**src/rtl/cordic_vec_iter.sv**
```systemverilog
// Iterative CORDIC vectoring unit: one micro-rotation per cycle, returns |v| and atan2(y, x).
// Define CORDIC_GAIN_COMP_EN to add a SCALE state that removes the CORDIC gain from mag_out.
module cordic_vec_iter #(
  parameter int WIDTH   = 16,
  parameter int ITER    = 14,
  parameter int ANGLE_W = 16
) (
  input  logic                      clk,
  input  logic                      rst,
  input  logic                      in_valid,
  output logic                      in_ready,
  input  logic signed [WIDTH-1:0]   x_in,
  input  logic signed [WIDTH-1:0]   y_in,
  output logic                      out_valid,
  input  logic                      out_ready,
  output logic [WIDTH:0]            mag_out,
  output logic signed [ANGLE_W-1:0] phase_out
);

  // x/y keep WIDTH+2 integer bits of headroom plus Frac fraction bits, so bits shifted out
  // by the micro-rotations do not bias the residual angle.
  localparam int  Frac = 8;
  localparam int  Xw   = WIDTH + 2 + Frac;
  localparam int  CntW = $clog2(ITER);
  localparam real Pi   = 3.14159265358979323846;

  localparam logic [2:0] StIdle  = 3'd0;
  localparam logic [2:0] StPre   = 3'd1;
  localparam logic [2:0] StRot   = 3'd2;
`ifdef CORDIC_GAIN_COMP_EN
  localparam logic [2:0] StScale = 3'd3;
`endif
  localparam logic [2:0] StDone  = 3'd4;

  localparam logic [ANGLE_W-1:0] QuarterPos = {2'b01, {(ANGLE_W-2){1'b0}}};
  localparam logic [ANGLE_W-1:0] QuarterNeg = {2'b11, {(ANGLE_W-2){1'b0}}};

  function automatic real atan_rad(input int i);
    case (i)
      0:       return 0.7853981633974483;
      1:       return 0.4636476090008061;
      2:       return 0.24497866312686414;
      3:       return 0.12435499454676144;
      4:       return 0.06241880999595735;
      5:       return 0.031239833430268277;
      6:       return 0.015623728620476831;
      7:       return 0.007812341060101111;
      8:       return 0.0039062301319669718;
      9:       return 0.0019531225164788188;
      10:      return 0.0009765621895593195;
      11:      return 0.0004882812111948983;
      12:      return 0.00024414062014936177;
      13:      return 0.00012207031189367021;
      14:      return 0.00006103515617420877;
      15:      return 0.000030517578115526096;
      default: return 2.0 ** (-i);  // atan(x) == x to well below one phase LSB here
    endcase
  endfunction

  function automatic logic [ANGLE_W-1:0] atan_code(input int i);
    return ANGLE_W'(longint'(atan_rad(i) * (2.0 ** (ANGLE_W - 1)) / Pi));
  endfunction

  logic [ANGLE_W-1:0] atan_rom [ITER];
  for (genvar g = 0; g < ITER; g++) begin : g_atan
    localparam logic [ANGLE_W-1:0] Code = atan_code(g);
    assign atan_rom[g] = Code;
  end

  logic [2:0]               state_q, state_d;
  logic signed [Xw-1:0]     x_q, x_d, y_q, y_d;
  logic signed [Xw-1:0]     x_sh, y_sh;
  logic [ANGLE_W-1:0]       z_q, z_d;
  logic [CntW-1:0]          cnt_q, cnt_d;
  logic                     zero_q, zero_d;
  logic [WIDTH:0]           mag_q, mag_d;
  logic [ANGLE_W-1:0]       phase_q, phase_d;

`ifdef CORDIC_GAIN_COMP_EN
  localparam longint           GainL = longint'((2.0 ** WIDTH) / 1.646760);
  localparam logic [WIDTH-1:0] Gain  = GainL[WIDTH-1:0];
  logic signed [Xw+WIDTH:0] prod;
  assign prod = x_q * $signed({1'b0, Gain});
`endif

  always_comb begin
    state_d = state_q;
    x_d     = x_q;
    y_d     = y_q;
    z_d     = z_q;
    cnt_d   = cnt_q;
    zero_d  = zero_q;
    mag_d   = mag_q;
    phase_d = phase_q;
    x_sh    = x_q >>> cnt_q;
    y_sh    = y_q >>> cnt_q;
    case (state_q)
      StIdle: begin
        if (in_valid) begin
          x_d     = {{2{x_in[WIDTH-1]}}, x_in, {Frac{1'b0}}};
          y_d     = {{2{y_in[WIDTH-1]}}, y_in, {Frac{1'b0}}};
          z_d     = '0;
          cnt_d   = '0;
          zero_d  = (x_in == '0) && (y_in == '0);
          state_d = StPre;
        end
      end
      StPre: begin
        // Fold the left half-plane onto the right so the rotations converge.
        if (x_q[Xw-1]) begin
          if (!y_q[Xw-1]) begin
            x_d = y_q;
            y_d = -x_q;
            z_d = QuarterPos;
          end else begin
            x_d = -y_q;
            y_d = x_q;
            z_d = QuarterNeg;
          end
        end
        state_d = StRot;
      end
      StRot: begin
        if (!y_q[Xw-1]) begin
          x_d = x_q + y_sh;
          y_d = y_q - x_sh;
          z_d = z_q + atan_rom[cnt_q];
        end else begin
          x_d = x_q - y_sh;
          y_d = y_q + x_sh;
          z_d = z_q - atan_rom[cnt_q];
        end
        if (cnt_q == CntW'(ITER - 1)) begin
          // A zero vector has no defined angle; report 0 instead of the sum of the table.
          phase_d = zero_q ? '0 : z_d;
`ifdef CORDIC_GAIN_COMP_EN
          state_d = StScale;
`else
          mag_d   = x_d[Frac +: WIDTH+1];
          state_d = StDone;
`endif
        end else begin
          cnt_d = cnt_q + 1'b1;
        end
      end
`ifdef CORDIC_GAIN_COMP_EN
      StScale: begin
        mag_d   = (WIDTH+1)'(prod >>> (WIDTH + Frac));
        state_d = StDone;
      end
`endif
      StDone: begin
        if (out_ready) state_d = StIdle;
      end
      default: state_d = StIdle;
    endcase
  end

  always_ff @(posedge clk or posedge rst) begin
    if (rst) begin
      state_q <= StIdle;
      x_q     <= '0;
      y_q     <= '0;
      z_q     <= '0;
      cnt_q   <= '0;
      zero_q  <= 1'b0;
      mag_q   <= '0;
      phase_q <= '0;
    end else begin
      state_q <= state_d;
      x_q     <= x_d;
      y_q     <= y_d;
      z_q     <= z_d;
      cnt_q   <= cnt_d;
      zero_q  <= zero_d;
      mag_q   <= mag_d;
      phase_q <= phase_d;
    end
  end

  assign in_ready  = (state_q == StIdle);
  assign out_valid = (state_q == StDone);
  assign mag_out   = mag_q;
  assign phase_out = phase_q;

endmodule

```
**config.mk**
```make
export PLATFORM = sky130hd
export DESIGN_NAME = cordic_vec_iter
export DESIGN_NICKNAME = d
export VERILOG_FILES = /design/src/rtl/cordic_vec_iter.sv
export SDC_FILE = /design/constraint.sdc
export NUM_CORES = 1
export LEC_CHECK = 0
export ABC_AREA = 1
export CORE_MARGIN = 2
export CORE_UTILIZATION = 50
export DETAILED_ROUTE_END_ITERATION = 12
export HOLD_SLACK_MARGIN = 0.08
export PLACE_DENSITY = 0.78
export SETUP_SLACK_MARGIN = 0.4
export SYNTH_ARGS = -nofsm -noshare
export SYNTH_HDL_FRONTEND = slang
export SYNTH_SLANG_ARGS = --single-unit
```
**constraint.sdc**
```tcl
create_clock -name clk -period 4.2 [get_ports clk]
set_clock_uncertainty 0.1 [all_clocks]
set_input_delay 0.42 -clock clk [delete_from_list [all_inputs] [get_ports clk]]
set_output_delay 0.42 -clock clk [all_outputs]
set_load 0.02 [all_outputs]
```
Run 1, signal wires by layer:
Drawn at 3 px/um. Two of the layers only.
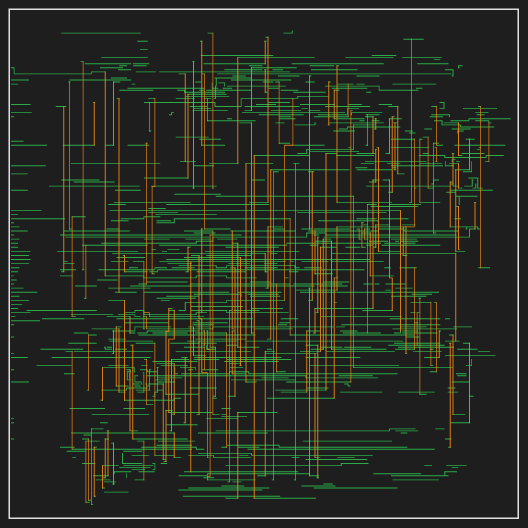
colour	layer	wire length
orange	M4	4710 um
green	M3	7390 um

Run 1, I/O nets highlighted:
Drawn at 2 px/um.
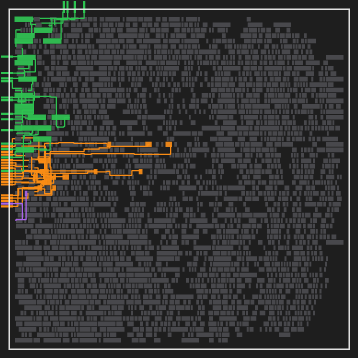
colour	port	direction	edge	end cells	buffers	wire
orange	x_in	input	left	20	16	661 um
purple	out_valid	output	left	1	1	31.8 um
green	mag_out	output	13 left, 4 top	17	17	458 um

Run 1, clock wiring as the flow saved it:
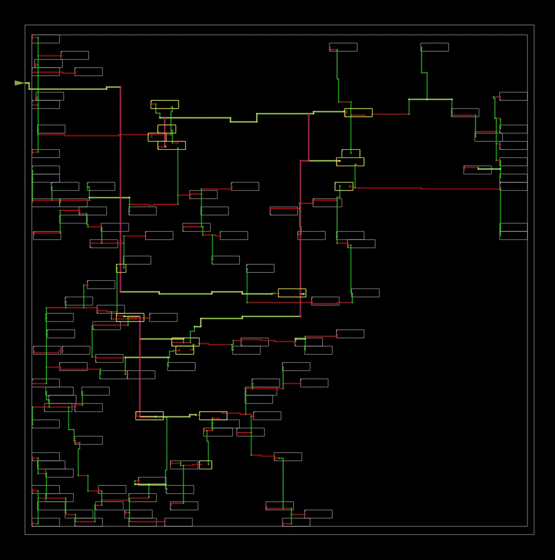
clk_buf instances: 9
clk latency late pin: 0.39 ns
# clock sinks: 109

==> flow_summary.ini, run 1 <==
; implementation run metrics
[yosys]
synth_nets = 2345
synth-edff-count = 0
syn_inst = 2231
ys_sh_simple_pct = 39.5
adder_share_pct = 7.32
ys_warn_count = 0
async_flop_share_pct = 100
ys_types = 60
ys_cells = 2231
mux_share_pct = 0.0734
flop_cell = dfrtp_1
logic_family = simple AND/OR/NAND/NOR gates

[routing]
wl_met2_um = 26700
num_vias = 18172
totalWireLength_um = 62600
drc = 0
final_antenna_net_count = 0
drt_iter0_markers = 2464
top_layer = met4
firstDrtPassIters = 7

[timing]
holdWs_ns = 0.387
rsz0062_at_grt = true
setup_viol_count_final = 10
period_used_pct = 104
finalMaxSlewViolations = 0
tns_ns = -0.705
fin_ws_ns = -0.162
max_slew_margin_pct = 29.6

[layout]
layout-drive-gt1-share_pct = 29.5
comb_share_pct = 59.6
utilization_pct = 71.3
nNetsFinal = 2656
mostFrequentLayoutCell = nand2_1
fillers = 2178
seq_area_sq_um = 2730
inverters = 210
final_cells = 2889
dominant_cells = multi-input combinational cells
diodes = 1
comb_cells = 1817
syn_to_final_growth_pct = 40.4
seq_area_share_pct = 14.3
fin_area_sq_um = 19200

[placed_design]
dpl.hpwl_um = 45700
port_buffers = 70
finalWeightedCongestion = 1.09

[run_status]
status = finished, violations left
violations = setup timing

[grt]
grt_first_pass_wirelength_um = 92500
use_met3_pct = 9.19
gr-total-overflow = 0
antenna_found_initial = 1
track_usage_pct = 41.4
grt_use_met2_pct = 63.7
top_usage_layer = met2

[clocking]
post_cts_resized = 246
post_cts_buffers = 30
ctsHoldBuffers = 0
cts_tree = yes
cts_root_buffer = clkbuf_16

[worst_setup_path]
critPathMaxFanout = 6
arrival_ns = 4.59
cp-startpoint = cnt_q[0]
max_stage_delay_ns = 0.44
crit_top_cell = nand3_1
worstRegToRegCells = 27
cp.required_ns = 4.42
worst-path-stages = 27
crit_type = reg -> reg
critPathBufInv = 6
crit_family = simple AND/OR/NAND/NOR gates
critPathCaptureType = flop
rr_startpoint = cnt_q[0]

[job]
tool_warnings = 31

[die]
tapCellCount = 341
rows = 60
io-pin-count = 71
dieHeight_um = 169
core_area_sq_um = 26900
core_util_floorplan_pct = 50.8
==> inputs of run 2 (changes only) <==
TNS_END_PERCENT = 100   (was unset)
Run 2, I/O nets highlighted:
Drawn at 2 px/um.
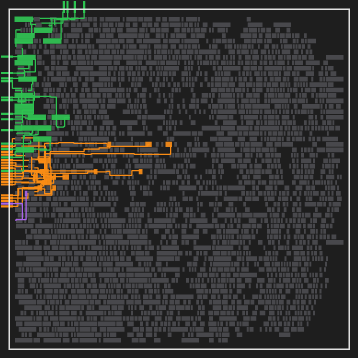
colour	port	direction	edge	end cells	buffers	wire
orange	x_in	input	left	20	16	661 um
purple	out_valid	output	left	1	1	31.8 um
green	mag_out	output	13 left, 4 top	17	17	458 um

Run 2, clock wiring as the flow saved it:
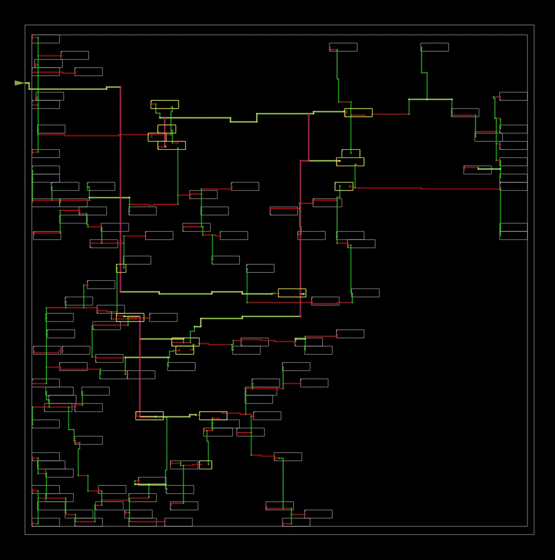
flop count: 109
TritonCTS Buffers: 9

==> flow_summary.ini, run 2 <==
; implementation run metrics
[timing]
tns_ns = -0.705
finalMaxSlewViolations = 0
rsz0062_at_grt = true
fin_ws_ns = -0.162
holdWs_ns = 0.387
setup_viol_count_final = 10

[worst_setup_path]
arrival_ns = 4.59
worst-path-stages = 27
cp.required_ns = 4.42
rr_startpoint = cnt_q[0]
crit_top_cell = nand3_1
critPathMaxFanout = 6
max_stage_delay_ns = 0.44
critPathBufInv = 6
worstRegToRegCells = 27

[grt]
grt_use_met2_pct = 63.7
use_met3_pct = 9.19
top_usage_layer = met2
track_usage_pct = 41.4
grt_first_pass_wirelength_um = 92500
gr-total-overflow = 0

[layout]
inverters = 210
nNetsFinal = 2656
seq_area_share_pct = 14.3
fin_area_sq_um = 19200
final_cells = 2889
layout-drive-gt1-share_pct = 29.5
dominant_cells = multi-input combinational cells
syn_to_final_growth_pct = 40.4
diodes = 1
utilization_pct = 71.3
fillers = 2178
nClkBuffers = 9
comb_share_pct = 59.6
mostFrequentLayoutCell = nand2_1

[job]
tool_warnings = 31

[routing]
drt_iter0_markers = 2464
drc = 0
top_layer = met4
totalWireLength_um = 62600
num_vias = 18172
firstDrtPassIters = 7
final_antenna_net_count = 0
wl_met2_um = 26700

[placed_design]
finalWeightedCongestion = 1.09
dpl.hpwl_um = 45700

[clocking]
cts_tree = yes
post_cts_buffers = 30
ctsHoldBuffers = 0
clock-sinks = 109
post_cts_resized = 246
cts_root_buffer = clkbuf_16

[die]
core_area_sq_um = 26900
dieHeight_um = 169
tapCellCount = 341
io-pin-count = 71

[run_status]
status = finished, violations left
violations = setup timing

[yosys]
ys_cells = 2231
async_flop_share_pct = 100
synth-edff-count = 0
logic_family = simple AND/OR/NAND/NOR gates
ys_warn_count = 0
ys_sh_simple_pct = 39.5
adder_share_pct = 7.32
flop_cell = dfrtp_1
syn_inst = 2231
